Figure 1. Register map, names as in the netlist.
Other sequential cells in the stronger grey, the rest of the logic in the fainter grey.
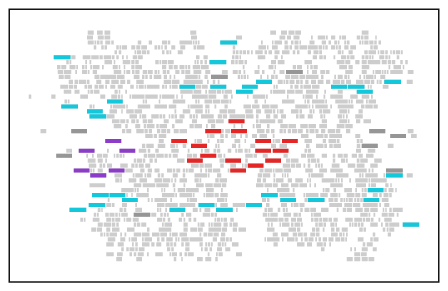
Figure 2. Routed clock nets over the placement.
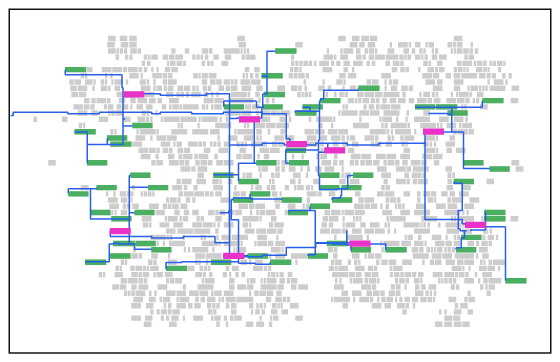
Figure 3. Wire density map.
Bar = 50 um. The die is cut into 24 by 15 equal tiles; dark purple is low, yellow is high, scaled to the fullest tile. Values are wire area over tile area, all layers added.
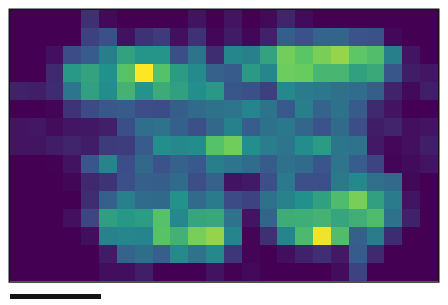
--- src/rtl/servo_pwm_driver.sv ---
// Four-channel hobby-servo PWM generator: a microsecond timebase shared by all
// channels, per-channel angle latch with slew limiting, and registered pulse outputs.

module servo_lane #(
  parameter int unsigned MIN_US     = 500,
  parameter int unsigned US_PER_DEG = 11,
  parameter int unsigned STEP_DEG   = 2,
  parameter int unsigned INIT_DEG   = 90,
  parameter int unsigned CW         = 15
) (
  input  logic          clk,
  input  logic          rst_n,
  input  logic          frame_edge,
  input  logic          en,
  input  logic [CW-1:0] us_cnt,
  input  logic [7:0]    angle,
  output logic          pwm,
  output logic          at_target
);
  logic [7:0]  cur, tgt_nxt, cur_nxt, diff;
  logic [31:0] width;

  // The target is consumed only at the frame edge where it is latched, so the
  // clamped input feeds the slew step directly and no separate target copy is kept.
  always_comb begin
    tgt_nxt = (angle > 8'd180) ? 8'd180 : angle;
    diff    = (tgt_nxt > cur) ? tgt_nxt - cur : cur - tgt_nxt;
    cur_nxt = tgt_nxt;
    if (STEP_DEG != 0 && 32'(diff) > STEP_DEG)
      cur_nxt = (tgt_nxt > cur) ? cur + 8'(STEP_DEG) : cur - 8'(STEP_DEG);
  end

  assign width = MIN_US + 32'(cur) * US_PER_DEG;

  always_ff @(posedge clk or negedge rst_n) begin
    if (!rst_n) begin
      cur       <= 8'(INIT_DEG);
      at_target <= 1'b1;
      pwm       <= 1'b0;
    end else begin
      pwm <= en && (32'(us_cnt) < width);
      if (frame_edge) begin
        cur       <= cur_nxt;
        at_target <= (cur_nxt == tgt_nxt);
      end
    end
  end
endmodule

module servo_pwm_driver #(
  parameter int unsigned CLK_HZ     = 50_000_000,
  parameter int unsigned FRAME_US   = 20000,
  parameter int unsigned MIN_US     = 500,
  parameter int unsigned US_PER_DEG = 11,
  parameter int unsigned STEP_DEG   = 2,
  parameter int unsigned INIT_DEG   = 90
) (
  input  logic       clk,
  input  logic       rst_n,
  input  logic [7:0] angle1,
  input  logic [7:0] angle2,
  input  logic [7:0] angle3,
  input  logic [7:0] angle4,
  input  logic       en,
  output logic [3:0] pwm,
  output logic       frame_start,
  output logic [3:0] at_target
);
  localparam int unsigned NUM_LANES = 4;
  localparam int unsigned TICK      = CLK_HZ / 1_000_000;
  localparam int unsigned PW        = (TICK > 1) ? $clog2(TICK) : 1;
  localparam int unsigned CW        = (FRAME_US > 1) ? $clog2(FRAME_US) : 1;

  logic [PW-1:0]                  presc;
  logic [CW-1:0]                  us_cnt;
  logic                           us_tick, frame_edge;
  logic [NUM_LANES-1:0][7:0]      angles;

  assign angles     = {angle4, angle3, angle2, angle1};
  assign us_tick    = (presc == PW'(TICK - 1));
  assign frame_edge = us_tick && (us_cnt == CW'(FRAME_US - 1));

  always_ff @(posedge clk or negedge rst_n) begin
    if (!rst_n) begin
      presc       <= '0;
      us_cnt      <= '0;
      frame_start <= 1'b0;
    end else begin
      presc       <= us_tick ? '0 : presc + 1'b1;
      frame_start <= frame_edge;
      if (us_tick) us_cnt <= frame_edge ? '0 : us_cnt + 1'b1;
    end
  end

  for (genvar i = 0; i < NUM_LANES; i++) begin : g_lane
    servo_lane #(
      .MIN_US    (MIN_US),
      .US_PER_DEG(US_PER_DEG),
      .STEP_DEG  (STEP_DEG),
      .INIT_DEG  (INIT_DEG),
      .CW        (CW)
    ) u_lane (
      .clk       (clk),
      .rst_n     (rst_n),
      .frame_edge(frame_edge),
      .en        (en),
      .us_cnt    (us_cnt),
      .angle     (angles[i]),
      .pwm       (pwm[i]),
      .at_target (at_target[i])
    );
  end
endmodule

--- config.mk ---
export PLATFORM = sky130hd
export DESIGN_NAME = servo_pwm_driver
export DESIGN_NICKNAME = d
export VERILOG_FILES = /design/src/rtl/servo_pwm_driver.sv
export SDC_FILE = /design/constraint.sdc
export NUM_CORES = 1
export LEC_CHECK = 0
export CORE_ASPECT_RATIO = 0.6
export CORE_MARGIN = 10
export CORE_UTILIZATION = 40
export DETAILED_ROUTE_END_ITERATION = 6
export HOLD_SLACK_MARGIN = 0.15
export SYNTH_ARGS = -nofsm -noshare
export SYNTH_HDL_FRONTEND = slang
export SYNTH_SLANG_ARGS = --single-unit
--- constraint.sdc ---
create_clock -name clk -period 13.7 [get_ports clk]
set_clock_uncertainty 0.05 [all_clocks]
set_input_delay 1.37 -clock clk [delete_from_list [all_inputs] [get_ports clk]]
set_output_delay 1.37 -clock clk [all_outputs]
set_load 0.03 [all_outputs]
==> reports/qor.yml <==
outcome:
  status: "completed"
logic_synthesis:
  common_cells: "207 x ha_1, 186 x inv_1, 93 x a21oi_1"
  ff_type: "dfrtp_1"
  yosysChipArea_um2: 11200
  synth_cell_type_count: 79
  postSynthSeqShare: 0.140
  synth-simple-area-share: 0.128
  most_common_cell: "ha_1"
  edf_count: 0
  ys_sh_mux: 0.0239
  ys_ff: 62
  async_flop_share: 1.00
  syn_inst: 1339
  yosys_warnings: 0
  top_area_cell: "ha_1"
clock_tree:
  cts.sinks: 62
  clk_pin_slew_ns: 0.06
  insertion_delay_ns: 0.37
  cts_resized: 0
  cts_made_buffers: 9
  cts_tree: "done"
  cts_setup_buffers: 0
  cts_root_buf: "clkbuf_16"
global_routing:
  antenna_found_initial: 0
  grt_first_pass_wirelength_um: 47400
  grt_overflow: 0
  grt_util_all_layers: 0.162
final_layout:
  lay_top_cells: "207 x ha_1, 186 x inv_1, 93 x a21oi_1"
  comb_share: 0.713
  layout_top_cell: "ha_1"
  fin_area_um2: 12200
  reg_top3: "g_lane.u_lane.cur (32), us_cnt (15), presc (6)"
  n_all_buffers: 47
  final-comb-area_um2: 8690
  comb_cells: 1034
  largestClassByArea: "logic gates"
  inv_count: 187
  flop-count: 62
  instances_no_fill: 1713
  nClkBuffers: 10
  num_antenna_cells: 0
  fin_nets: 1635
power:
  power.density_nw_per_um2: 58.1
  power_switching_w: 0.000260
  totalPowerFinal_w: 0.000708
  leakagePower_nw: 6.11
  peakVddDrop_v: 0.0000683
  power_frac_seq: 0.270
  powerSeq_w: 0.000191
  intPower_w: 0.000448
  pwr-share-clk: 0.341
drt:
  via_per_inst: 5.46
  met3_length_um: 1890
  wl_met1_um: 15300
  detail-route-antenna-nets: 0
  drcViolationCount: 0
  vias: 9346
  routed_wl_um: 28100
  drt_iter0_drc: 709
critical_path:
  crit_family: "AND-OR/OR-AND gates"
  regToRegSetupSlack_ns: 8.62
  worst-setup-path-type: "in2reg"
  crit_path_cell_trace: "clkdlybuf4s50_1 -> o21ai_0 -> nand2_1 -> ha_1 -> inv_1 -> fa_1 -> a21o_1 -> a21o_1 -> a21oi_1 -> or2_1 -> inv_1 -> fa_1 -> nor2b_1 -> o21ai_0 -> nand2b_1 -> a31oi_1 -> xnor2_1 -> xnor2_1 -> mux2_2 -> a221o_1"
  crit_required_ns: 13.94
  r2r_cells: 18
  cp-start-kind: "input pin"
  cp_slowest_cell: "clkdlybuf4s50_1"
floorplanning:
  n_tap_cell: 367
  core_area_um2: 27600
  boundaryPins: 44
  floorplan.rows: 47
  initCoreUtil: 0.407
placed_design:
  gp_congestion: 0.889
  place_area_um2: 11900
  dp_hpwl_um: 22400
timing:
  max_freq_ghz: 0.169
  rsz0062_at_grt: "false"
  tns_ns: 0
  hold_violations: 0
  fin_ws_ns: 7.79
  finalCritPeriodShare: 0.432
run:
  openroad.warnings: 63
  cap_viol_max_count: 0
worst_hold_path:
  worstHoldEndpoint: "presc[5]$_DFF_PN0_"
Notes on Figure 1 above:
Purple marks presc, sequential cells 6, where west. Red marks us_cnt, sequential cells 15, where centre. Cyan marks g_lane.u_lane.cur, sequential cells 32.

Notes on Figure 2 above:
Green marks flip-flops, count 62. Blue marks clock wires, length 1,390 um. Magenta marks clock-net drivers, count 9.
There are 10 routed clock nets.

Notes on Figure 3 above:
The fullest tile reaches 0.50. The mean over all tiles is 0.13. The densest ninth of the die: centre. 16% of the tiles are over half the peak. 24% of the tiles are nearly empty.

Power figures rest on the tool's default switching activity, not on a simulated workload.
